**config.mk**
```make
export PLATFORM = sky130hd
export DESIGN_NAME = perf_csr_reader_flat
export DESIGN_NICKNAME = d
export VERILOG_FILES = /design/src/rtl/perf_csr_reader_pkg.sv /design/src/rtl/perf_csr_reader_if.sv /design/src/rtl/perf_csr_reader_decode.sv /design/src/rtl/perf_csr_reader.sv /design/src/flat_wrapper.sv
export SDC_FILE = /design/constraint.sdc
export NUM_CORES = 1
export LEC_CHECK = 0
export CORE_MARGIN = 8
export CORE_UTILIZATION = 34
export DETAILED_ROUTE_END_ITERATION = 6
export HOLD_SLACK_MARGIN = 0.02
export PLACE_DENSITY_LB_ADDON = 0.08
export SYNTH_ARGS = -nofsm -noshare
export SYNTH_HDL_FRONTEND = slang
export SYNTH_SLANG_ARGS = --single-unit
```
**constraint.sdc**
```tcl
create_clock -name clk -period 1.8 [get_ports clk]
set_input_delay 0.27 -clock clk [delete_from_list [all_inputs] [get_ports clk]]
set_output_delay 0.27 -clock clk [all_outputs]
set_load 0.01 [all_outputs]
```
**src/rtl/perf_csr_reader_pkg.sv**
```systemverilog
// perf_pkg: CSR addresses, decode types and FSM states shared by the perf counter read path
package perf_pkg;
    localparam logic [11:0] CSR_MCYCLE    = 12'hB00;
    localparam logic [11:0] CSR_MCYCLEH   = 12'hB80;
    localparam logic [11:0] CSR_MINSTRET  = 12'hB02;
    localparam logic [11:0] CSR_MINSTRETH = 12'hB82;
    localparam logic [11:0] CSR_CYCLE     = 12'hC00;
    localparam logic [11:0] CSR_CYCLEH    = 12'hC80;
    localparam logic [11:0] CSR_INSTRET   = 12'hC02;
    localparam logic [11:0] CSR_INSTRETH  = 12'hC82;
    typedef enum logic [2:0] {SEL_NONE, SEL_CY_LO, SEL_CY_HI, SEL_IR_LO, SEL_IR_HI} perf_sel_e;
    typedef struct packed {
        perf_sel_e sel;
        logic      is_user_alias;
    } perf_dec_t;
    typedef enum logic {ST_IDLE, ST_RESP} perf_state_e;
endpackage

```
**src/rtl/perf_csr_reader_if.sv**
```systemverilog
// perf_csr_reader_if: CSR read request/response channel between the EXU CSR stage and the perf reader
//   master (EXU): drives rd_req_valid, rd_req_addr, rd_rsp_ready
//   slave (reader): drives rd_req_ready, rd_rsp_valid, rd_rsp_data, rd_rsp_err
interface perf_csr_reader_if;
    logic        rd_req_valid;
    logic        rd_req_ready;
    logic [11:0] rd_req_addr;
    logic        rd_rsp_valid;
    logic        rd_rsp_ready;
    logic [31:0] rd_rsp_data;
    logic        rd_rsp_err;
    modport master (output rd_req_valid, rd_req_addr, rd_rsp_ready,
                    input  rd_req_ready, rd_rsp_valid, rd_rsp_data, rd_rsp_err);
    modport slave  (input  rd_req_valid, rd_req_addr, rd_rsp_ready,
                    output rd_req_ready, rd_rsp_valid, rd_rsp_data, rd_rsp_err);
endinterface

```
**src/rtl/perf_csr_reader_decode.sv**
```systemverilog
// perf_csr_decode: maps a CSR address plus privilege/enable state to a counter select and an error flag
//   addr_i       CSR address
//   user_mode_i  request issued from U-mode
//   cy_en_i      mcounteren.CY
//   ir_en_i      mcounteren.IR
//   dec_o        counter/half select and alias flag
//   err_o        illegal access (unmapped or not permitted)
module perf_csr_decode
    import perf_pkg::*;
(
    input  logic [11:0] addr_i,
    input  logic        user_mode_i,
    input  logic        cy_en_i,
    input  logic        ir_en_i,
    output perf_dec_t   dec_o,
    output logic        err_o
);
    perf_sel_e sel;
    logic      alias_c;
    logic      is_cy;
    logic      is_ir;
    always_comb begin
        sel = (addr_i == CSR_MCYCLE    || addr_i == CSR_CYCLE)    ? SEL_CY_LO :
              (addr_i == CSR_MCYCLEH   || addr_i == CSR_CYCLEH)   ? SEL_CY_HI :
              (addr_i == CSR_MINSTRET  || addr_i == CSR_INSTRET)  ? SEL_IR_LO :
              (addr_i == CSR_MINSTRETH || addr_i == CSR_INSTRETH) ? SEL_IR_HI : SEL_NONE;
        alias_c = addr_i[11:8] == 4'hC;
        is_cy   = sel == SEL_CY_LO || sel == SEL_CY_HI;
        is_ir   = sel == SEL_IR_LO || sel == SEL_IR_HI;
        // machine mode may read every mapped address; U-mode only the gated user aliases
        err_o   = sel == SEL_NONE ||
                  (user_mode_i && (!alias_c || (is_cy && !cy_en_i) || (is_ir && !ir_en_i)));
        dec_o   = '{sel: sel, is_user_alias: alias_c};
    end
endmodule

```
**src/rtl/perf_csr_reader.sv**
```systemverilog
// perf_csr_reader: read-side responder for mcycle/minstret returning RV32 halves with one cycle latency
//   clk, rst     core clock, asynchronous active-high reset
//   bus          CSR read channel (slave side)
//   user_mode    request issued from U-mode
//   mcounteren   bit0 CY, bit2 IR enables for U-mode aliases
//   mcycle_q     live cycle counter
//   minstret_q   live instret counter
// Optional: define PERF_SNAPSHOT_EN so a low-half read freezes the matching high half for the next high read.
module perf_csr_reader
    import perf_pkg::*;
#(
    parameter int CNT_WIDTH  = 64,
    parameter int DATA_WIDTH = 32
) (
    input  logic                 clk,
    input  logic                 rst,
    perf_csr_reader_if.slave     bus,
    input  logic                 user_mode,
    input  logic [2:0]           mcounteren,
    input  logic [CNT_WIDTH-1:0] mcycle_q,
    input  logic [CNT_WIDTH-1:0] minstret_q
);
    perf_state_e           state_q, state_d;
    logic [DATA_WIDTH-1:0] data_q, data_d;
    logic                  err_q, err_d;
    perf_dec_t             dec;
    logic                  dec_err;
    logic                  accept;
    logic [63:0]           cy_w, ir_w;
    logic [31:0]           cy_hi, ir_hi, rd_val;
    logic                  unused_ok;
    // narrower counters zero-extend, wider ones drop bits above 63
    assign cy_w      = 64'(mcycle_q);
    assign ir_w      = 64'(minstret_q);
    assign unused_ok = &{1'b0, mcounteren[1]};
    perf_csr_decode u_dec (
        .addr_i      (bus.rd_req_addr),
        .user_mode_i (user_mode),
        .cy_en_i     (mcounteren[0]),
        .ir_en_i     (mcounteren[2]),
        .dec_o       (dec),
        .err_o       (dec_err)
    );
    assign bus.rd_req_ready = state_q == ST_IDLE || bus.rd_rsp_ready;
    assign accept           = bus.rd_req_valid && bus.rd_req_ready;
`ifdef PERF_SNAPSHOT_EN
    logic [31:0] cy_sh_q, ir_sh_q;
    logic        cy_fl_q, ir_fl_q;
    assign cy_hi = cy_fl_q ? cy_sh_q : cy_w[63:32];
    assign ir_hi = ir_fl_q ? ir_sh_q : ir_w[63:32];
    // only successful reads move the shadows; errored reads leave them untouched
    always_ff @(posedge clk or posedge rst) begin
        if (rst) begin
            cy_sh_q <= '0;
            ir_sh_q <= '0;
            cy_fl_q <= 1'b0;
            ir_fl_q <= 1'b0;
        end else if (accept && !dec_err) begin
            if (dec.sel == SEL_CY_LO) begin
                cy_sh_q <= cy_w[63:32];
                cy_fl_q <= 1'b1;
            end
            if (dec.sel == SEL_CY_HI) cy_fl_q <= 1'b0;
            if (dec.sel == SEL_IR_LO) begin
                ir_sh_q <= ir_w[63:32];
                ir_fl_q <= 1'b1;
            end
            if (dec.sel == SEL_IR_HI) ir_fl_q <= 1'b0;
        end
    end
`else
    assign cy_hi = cy_w[63:32];
    assign ir_hi = ir_w[63:32];
`endif
    always_comb begin
        rd_val  = dec_err                 ? 32'h0       :
                  dec.sel == SEL_CY_LO    ? cy_w[31:0]  :
                  dec.sel == SEL_CY_HI    ? cy_hi       :
                  dec.sel == SEL_IR_LO    ? ir_w[31:0]  :
                  dec.sel == SEL_IR_HI    ? ir_hi       : 32'h0;
        state_d = accept ? ST_RESP :
                  (state_q == ST_RESP && !bus.rd_rsp_ready) ? ST_RESP : ST_IDLE;
        data_d  = accept ? DATA_WIDTH'(rd_val) : data_q;
        err_d   = accept ? dec_err : err_q;
    end
    always_ff @(posedge clk or posedge rst) begin
        if (rst) begin
            state_q <= ST_IDLE;
            data_q  <= '0;
            err_q   <= 1'b0;
        end else begin
            state_q <= state_d;
            data_q  <= data_d;
            err_q   <= err_d;
        end
    end
    assign bus.rd_rsp_valid = state_q == ST_RESP;
    assign bus.rd_rsp_data  = 32'(data_q);
    assign bus.rd_rsp_err   = err_q;
endmodule
```
**src/flat_wrapper.sv**
```systemverilog
// flat-port wrapper written by rule: the top's interface ports become plain ports
module perf_csr_reader_flat import perf_pkg::*;
#(
    parameter int CNT_WIDTH  = 64,
    parameter int DATA_WIDTH = 32
)
  (clk, rst, user_mode, mcounteren, mcycle_q, minstret_q, bus_rd_req_valid, bus_rd_req_addr, bus_rd_rsp_ready, bus_rd_req_ready, bus_rd_rsp_valid, bus_rd_rsp_data, bus_rd_rsp_err);
  perf_csr_reader_if bus_i ();
  input  logic clk;
  input  logic rst;
  input  logic user_mode;
  input  logic [2:0] mcounteren;
  input  logic [CNT_WIDTH-1:0] mcycle_q;
  input  logic [CNT_WIDTH-1:0] minstret_q;
  input wire logic [$bits(bus_i.rd_req_valid)-1:0] bus_rd_req_valid;
  input wire logic [$bits(bus_i.rd_req_addr)-1:0] bus_rd_req_addr;
  input wire logic [$bits(bus_i.rd_rsp_ready)-1:0] bus_rd_rsp_ready;
  output wire logic [$bits(bus_i.rd_req_ready)-1:0] bus_rd_req_ready;
  output wire logic [$bits(bus_i.rd_rsp_valid)-1:0] bus_rd_rsp_valid;
  output wire logic [$bits(bus_i.rd_rsp_data)-1:0] bus_rd_rsp_data;
  output wire logic [$bits(bus_i.rd_rsp_err)-1:0] bus_rd_rsp_err;
  assign bus_i.rd_req_valid = bus_rd_req_valid;
  assign bus_i.rd_req_addr = bus_rd_req_addr;
  assign bus_i.rd_rsp_ready = bus_rd_rsp_ready;
  assign bus_rd_req_ready = bus_i.rd_req_ready;
  assign bus_rd_rsp_valid = bus_i.rd_rsp_valid;
  assign bus_rd_rsp_data = bus_i.rd_rsp_data;
  assign bus_rd_rsp_err = bus_i.rd_rsp_err;
  perf_csr_reader #(.CNT_WIDTH(CNT_WIDTH), .DATA_WIDTH(DATA_WIDTH)) u_core (.clk(clk), .rst(rst), .bus(bus_i), .user_mode(user_mode), .mcounteren(mcounteren), .mcycle_q(mcycle_q), .minstret_q(minstret_q));
endmodule
```
**Selected gate families**

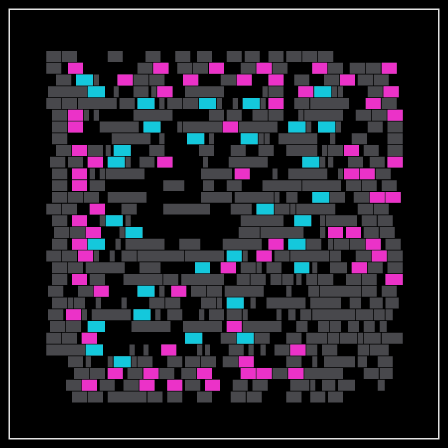
Key: cyan = non-inverting ao/oa cells [cells 32]; magenta = mux cells [cells 65, where spread over the die]
Final Instance Count excl. Fillers: 508
Comb area share: 30.1%
most instantiated logic cell after routing: clkdlybuf4s50_1

**Wire density map**

20 x 20 tiles, from white (low) to dark blue (high), scaled to the fullest tile. Values are wire area over tile area, all layers added.
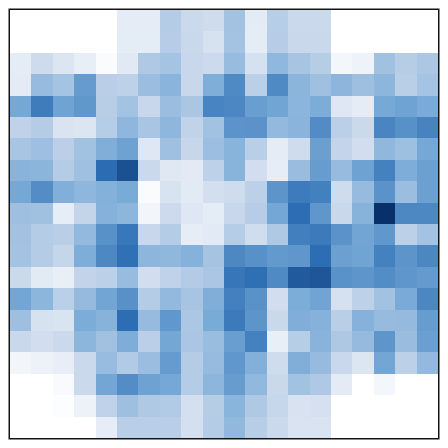
11% of the tiles are nearly empty. 24% of the tiles are over half the peak. The mean over all tiles is 0.16. The densest ninth of the die: right middle. The fullest tile reaches 0.47.

==> impl_metrics.tcl <==
# flow metrics
set metrics [dict create \
    status "complete, but fails checks" \
    violations "setup timing" \
    vias 2545 \
    pg_seq_uw 767 \
    initial_core_util_pct 34.8 \
    pwr-share-comb_pct 26.1 \
    buffers 209 \
    finalCriticalPeriod_ns 1.95 \
    synth_top_cell_by_count "nand2_1" \
    reg2reg_to "u_core.bus.rd_rsp_data[21]" \
    finalClockPeriodUsage_pct 109 \
    whs_ns 0.383 \
    syn_area_sq_mm 0.00235 \
    tightest_slew_ns 0.460 \
    grt_busiest_layer "met2" \
    clkLatencyLatePin_ns 0.28 \
    wl_met3_um 939 \
    layout.nonclk_buf_share_pct 46.2 \
    ys_types 21 \
    rrSetupSlack_ns 0.01 \
    crit_slowest_cell "or4b_4" \
    routed_wl_mm 9.69 \
    timing.rr.start "u_core.bus.rd_rsp_valid" \
    power_uw 2210 \
    ant_nets 0 \
    final-setup-viol-count 33 \
    dr_wl_met2_mm 4.75 \
    clock_cell_area_share_pct 2.97 \
    hold_class "input port to asynchronous set/reset pin" \
    seq_power_share_pct 34.7 \
    rr_worst_depth 7 \
    p_sw_uw 504 \
    grt_pass1_wl_mm 15.3 \
    gr-usage-met3_pct 6.63 \
    intPower_uw 1710 \
    setup_tns_ns -3.34 \
    maxSlewViolCount 0 \
    ys.flops 34 \
    synth-async-reset-ratio_pct 100 \
    yosysWarnings 0 \
    inverters 2 \
    largest_reg_flops 32 \
    area_growth_pct 97.3 \
    top_cell_area_share_pct 36.2 \
    firstDrtPassIters 4 \
    dp_hpwl_mm 7.08 \
    drt_iter0_drc 90 \
    portBuffers 181 \
    warnings 30 \
    synth.area.top_cells "dfrtp_1 36%, mux2i_1 27%, a32o_2 14%, nand2_1 11%, clkbuf_1 1.9%" \
    cp-endpoint "u_core.bus.rd_rsp_data[21]" \
    ios 183 \
    edf_count 0 \
    grt_max_degree 38 \
    met1_length_mm 3.93 \
    clock-root-buffer "clkbuf_8" \
    logic_family "multiplexers" \
    globalRouteMet1Util_pct 23.1 \
    setup_slack_ns -0.154 \
    cp.buffers_inverters 4 \
    cts_setup_buffers 8 \
    ctsLongestPathBuffers 2 \
    final_core_util_pct 68.7 \
    grt_usage_pct 19.4 \
    ys_sh_xor_pct 0 \
    layout.nets 575 \
    comb_cells 175 \
]
**Clock routing**

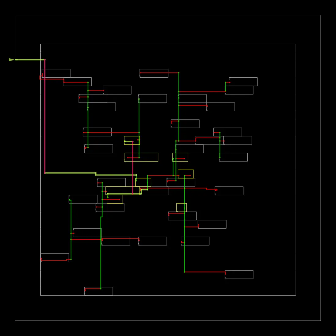
flop count: 34
CTS sink cnt: 34
final-layout clock buffer total: 5
TritonCTS buffer count: 5
Clock Power: 869 uW

Power figures rest on the tool's default switching activity, not on a simulated workload.
